Figure 1. M1 wires.
Scale bar: 20 um. Supply wires on this layer in gray.
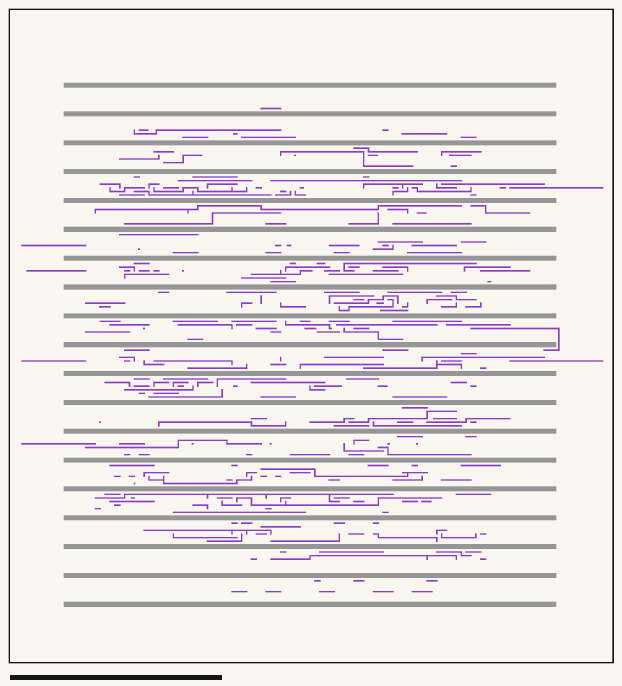
Figure 2. Met2 routing.
Cells faint in the background.
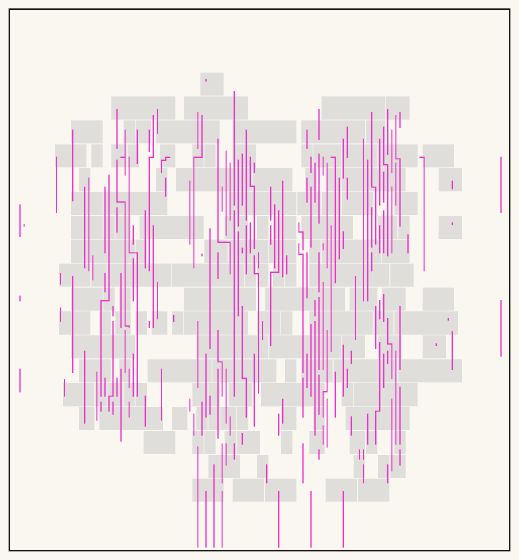
Figure 3. Placed cells, one color a class.
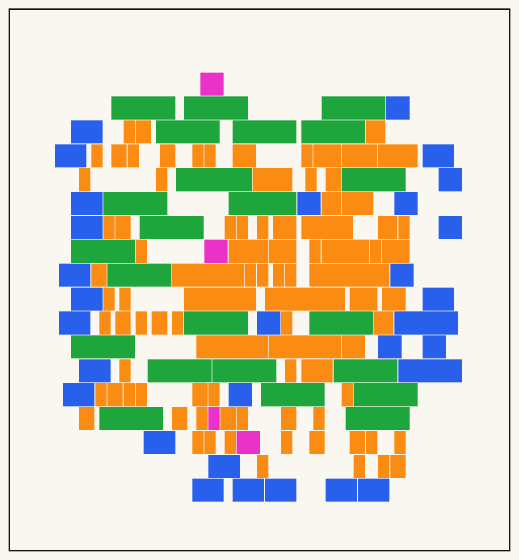
Figure 4. Signal wires on met3.
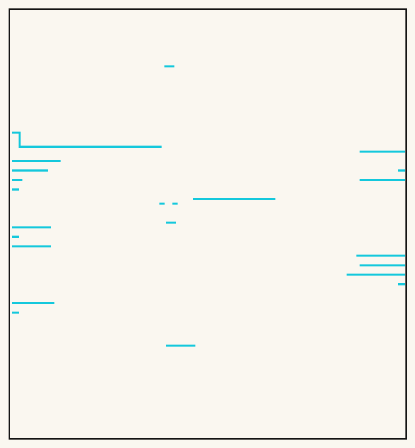
<file path="src/rtl/serial_cmp_ctrl_pkg.sv">
`default_nettype none
// ============================================================================
// Module : cmp_pkg
// Brief  : Shared state encoding and default operand width for serial_cmp_ctrl.
// Rev    : 1.0
// ============================================================================
package cmp_pkg;

    localparam int DEF_WIDTH = 8;

    typedef enum logic [1:0] {
        IDLE    = 2'd0,
        COMPARE = 2'd1,
        DONE    = 2'd2
    } state_e;

endpackage
`default_nettype wire

</file>
<file path="src/rtl/serial_cmp_ctrl_if.sv">
`default_nettype none
// ============================================================================
// Module : serial_cmp_ctrl_if
// Brief  : Request/result bundle between a requester and serial_cmp_ctrl.
// Rev    : 1.0
// ============================================================================
interface serial_cmp_ctrl_if
    import cmp_pkg::*;
#(
    parameter int WIDTH = DEF_WIDTH
) ();

    logic             start;
    logic [WIDTH-1:0] op_a;
    logic [WIDTH-1:0] op_b;
    logic             busy;
    logic             done;
    logic             lt;
    logic             gt;
    logic             eq;

    modport master (
        output start, op_a, op_b,
        input  busy, done, lt, gt, eq
    );

    modport slave (
        input  start, op_a, op_b,
        output busy, done, lt, gt, eq
    );

endinterface
`default_nettype wire

</file>
<file path="src/rtl/serial_cmp_ctrl_slice.sv">
`default_nettype none
// ============================================================================
// Module : cmp2_slice
// Brief  : Combinational 2-bit unsigned magnitude compare.
// Rev    : 1.0
// ============================================================================
module cmp2_slice (
    input  wire logic [1:0] a_i,
    input  wire logic [1:0] b_i,
    output logic            lt_o,
    output logic            gt_o,
    output logic            eq_o
);

    assign lt_o = (a_i < b_i);
    assign gt_o = (a_i > b_i);
    assign eq_o = (a_i == b_i);

endmodule
`default_nettype wire

</file>
<file path="src/rtl/serial_cmp_ctrl.sv">
`default_nettype none
// ============================================================================
// Module : serial_cmp_ctrl
// Brief  : Digit-serial unsigned comparator, MSB 2-bit digit first, early exit.
// Rev    : 1.0
// ============================================================================
module serial_cmp_ctrl
    import cmp_pkg::*;
#(
    parameter int WIDTH  = DEF_WIDTH,
    parameter int DIGITS = WIDTH / 2
) (
    input  wire logic          clk,
    input  wire logic          rst,
    serial_cmp_ctrl_if.slave   bus
);

    localparam int             IDXW    = (DIGITS > 1) ? $clog2(DIGITS) : 1;
    localparam logic [IDXW-1:0] IDX_TOP = IDXW'(DIGITS - 1);

    state_e           state_q, state_d;
    logic [IDXW-1:0]  idx_q,   idx_d;
    logic [WIDTH-1:0] a_q,     a_d;
    logic [WIDTH-1:0] b_q,     b_d;
    logic             lt_q,    lt_d;
    logic             gt_q,    gt_d;
    logic             eq_q,    eq_d;

    logic [1:0]       a_dig;
    logic [1:0]       b_dig;
    logic             slice_lt;
    logic             slice_gt;
    logic             slice_eq;

    assign a_dig = a_q[{idx_q, 1'b0} +: 2];
    assign b_dig = b_q[{idx_q, 1'b0} +: 2];

    cmp2_slice u_slice (
        .a_i  (a_dig),
        .b_i  (b_dig),
        .lt_o (slice_lt),
        .gt_o (slice_gt),
        .eq_o (slice_eq)
    );

    always_ff @(posedge clk) begin
        if (rst) begin
            state_q <= IDLE;
            idx_q   <= IDX_TOP;
            a_q     <= '0;
            b_q     <= '0;
            lt_q    <= 1'b0;
            gt_q    <= 1'b0;
            eq_q    <= 1'b0;
        end else begin
            state_q <= state_d;
            idx_q   <= idx_d;
            a_q     <= a_d;
            b_q     <= b_d;
            lt_q    <= lt_d;
            gt_q    <= gt_d;
            eq_q    <= eq_d;
        end
    end

    always_comb begin
        state_d = state_q;
        idx_d   = idx_q;
        a_d     = a_q;
        b_d     = b_q;
        lt_d    = lt_q;
        gt_d    = gt_q;
        eq_d    = eq_q;
        unique case (state_q)
            IDLE: begin
                if (bus.start) begin
                    state_d = COMPARE;
                    idx_d   = IDX_TOP;
                    a_d     = bus.op_a;
                    b_d     = bus.op_b;
                    lt_d    = 1'b0;
                    gt_d    = 1'b0;
                    eq_d    = 1'b0;
                end
            end
            COMPARE: begin
                // First unequal digit decides; equal digits walk toward the LSB.
                if (!slice_eq) begin
                    lt_d    = slice_lt;
                    gt_d    = slice_gt;
                    state_d = DONE;
                end else if (idx_q != '0) begin
                    idx_d   = idx_q - IDXW'(1);
                end else begin
                    eq_d    = 1'b1;
                    state_d = DONE;
                end
            end
            DONE: begin
                state_d = IDLE;
            end
            default: begin
                state_d = IDLE;
            end
        endcase
    end

    assign bus.busy = (state_q != IDLE);
    assign bus.done = (state_q == DONE);
    assign bus.lt   = lt_q;
    assign bus.gt   = gt_q;
    assign bus.eq   = eq_q;

endmodule
`default_nettype wire

</file>
<file path="src/flat_wrapper.sv">
// flat-port wrapper written by rule: the top's interface ports become plain ports
module serial_cmp_ctrl_flat import cmp_pkg::*;
#(
    parameter int WIDTH  = DEF_WIDTH,
    parameter int DIGITS = WIDTH / 2
)
  (clk, rst, bus_start, bus_op_a, bus_op_b, bus_busy, bus_done, bus_lt, bus_gt, bus_eq);
  serial_cmp_ctrl_if #(.WIDTH(WIDTH)) bus_i ();
  input  wire logic clk;
  input  wire logic rst;
  input wire logic [$bits(bus_i.start)-1:0] bus_start;
  input wire logic [$bits(bus_i.op_a)-1:0] bus_op_a;
  input wire logic [$bits(bus_i.op_b)-1:0] bus_op_b;
  output wire logic [$bits(bus_i.busy)-1:0] bus_busy;
  output wire logic [$bits(bus_i.done)-1:0] bus_done;
  output wire logic [$bits(bus_i.lt)-1:0] bus_lt;
  output wire logic [$bits(bus_i.gt)-1:0] bus_gt;
  output wire logic [$bits(bus_i.eq)-1:0] bus_eq;
  assign bus_i.start = bus_start;
  assign bus_i.op_a = bus_op_a;
  assign bus_i.op_b = bus_op_b;
  assign bus_busy = bus_i.busy;
  assign bus_done = bus_i.done;
  assign bus_lt = bus_i.lt;
  assign bus_gt = bus_i.gt;
  assign bus_eq = bus_i.eq;
  serial_cmp_ctrl #(.WIDTH(WIDTH), .DIGITS(DIGITS)) u_core (.clk(clk), .rst(rst), .bus(bus_i));
endmodule
</file>
<file path="config.mk">
export PLATFORM = sky130hd
export DESIGN_NAME = serial_cmp_ctrl_flat
export DESIGN_NICKNAME = d
export VERILOG_FILES = /design/src/rtl/serial_cmp_ctrl_pkg.sv /design/src/rtl/serial_cmp_ctrl_if.sv /design/src/rtl/serial_cmp_ctrl_slice.sv /design/src/rtl/serial_cmp_ctrl.sv /design/src/flat_wrapper.sv
export SDC_FILE = /design/constraint.sdc
export NUM_CORES = 1
export LEC_CHECK = 0
export CORE_ASPECT_RATIO = 1.1
export CORE_MARGIN = 5
export CORE_UTILIZATION = 43
export DETAILED_ROUTE_END_ITERATION = 8
export PLACE_DENSITY = 0.73
export SYNTH_ARGS = -nofsm -noshare
export SYNTH_HDL_FRONTEND = slang
export SYNTH_SLANG_ARGS = --single-unit
</file>
<file path="constraint.sdc">
create_clock -name clk -period 2 [get_ports clk]
set_clock_uncertainty 0.15 [all_clocks]
set_input_delay 0.5 -clock clk [delete_from_list [all_inputs] [get_ports clk]]
set_output_delay 0.5 -clock clk [all_outputs]
set_load 0.05 [all_outputs]
</file>
==> Table 3: Implementation characteristics <==
Physical design parameters

Parameter                              Value

Yosys
  Area of the mapped netlist    1040 um^2
  XOR/XNOR share of the synthesized area    0
  Register bit count reported by yosys    23
  Cell total in the yosys stat output    119
  Number of nets in the synthesized netlist    141
  Compound-Gate Fraction of Synth Area    0.136
  Count of synthesis-stage warnings from yosys    0

Clock tree
  Postcts setup bufs    0
  CTS H-Tree Depth    1
  Post-cts hold-fix buffer tally    0
  Buffer depth of the longest clock path    2
  Root buffer cell    sky130_fd_sc_hd__clkbuf_4

Pwr
  Total net switching power    0.312 mW
  Combinational gate power    0.306 mW
  Peak supply drop    0.000492 V
  Power of the sequential group    0.524 mW
  Power in the clock group    0.213 mW

Run status
  Run status    finished, final reports clean

Hold path
  Hold depth    2

Finish
  Fin nets    169
  Most frequent cells in the layout    33 x sky130_fd_sc_hd__nand2_1, 21 x sky130_fd_sc_hd__dfxtp_1, 18 x sky130_fd_sc_hd__clkdlybuf4s50_1
  Number of sequential cells in the layout    23
  Register area    465 um^2
  Number of diodes    0

Setup path
  Crit Path Max Fanout    6
  Kind of cell with the highest combined delay on the critical path    multiplexers
  Worst stage delay on the critical path    0.49 ns
  Startpoint of the worst setup timing path    u_core.idx_q[0]

Floorplan
  Height of the chip    61.5 um
  Area enclosed by the die boundary    3490 um^2
  Die Span X    56.8 um
  Number of tap cells added at floorplan    30

Global route
  Aggregate global-route resource usage    0.144
  Remaining global-route overflow    0

Detailed routing
  DR top layer    met4
  Total length of routed met2 wires    1120 um
  Total met3 wirelength after detailed routing    107 um
  Post-detailed-route wirelength per cell    12.8 um

Timing
  Tightest Pin Transition    0.338 ns
  Final Max Tran Viols    0
  Maximum operating frequency    0.516 GHz

Place
  Number of cells in the design after placement    172
  Port Buf Inserts    23
  Dpl cell area    1340 um^2
## Picture notes: Figure 1
The wires run mostly horizontal. The longest straight run is 25.3 um.
number of vias after detailed routing: 897
final routed wirelength across all metal layers: 2250 um
met1 track demand over resource: 0.155

## Picture notes: Figure 2
The wires run mostly vertical. The longest straight run is 21.1 um. 139 nets have wire on it. The layer carries 1120 um of wire.
met2 capacity usage during global routing: 0.274

## Picture notes: Figure 3
Blue is other buffers and delay cells, cells 30. Magenta is clock drivers and dummy loads, cells 4. Orange is combinational and other logic, cells 89. Green is flops, cells 23.

## Picture notes: Figure 4
19 nets have wire on it. The wires run mostly horizontal.
met3 track demand over resource in global routing: 0.0210

No activity file was given, so power comes from the tool's default toggle rates.
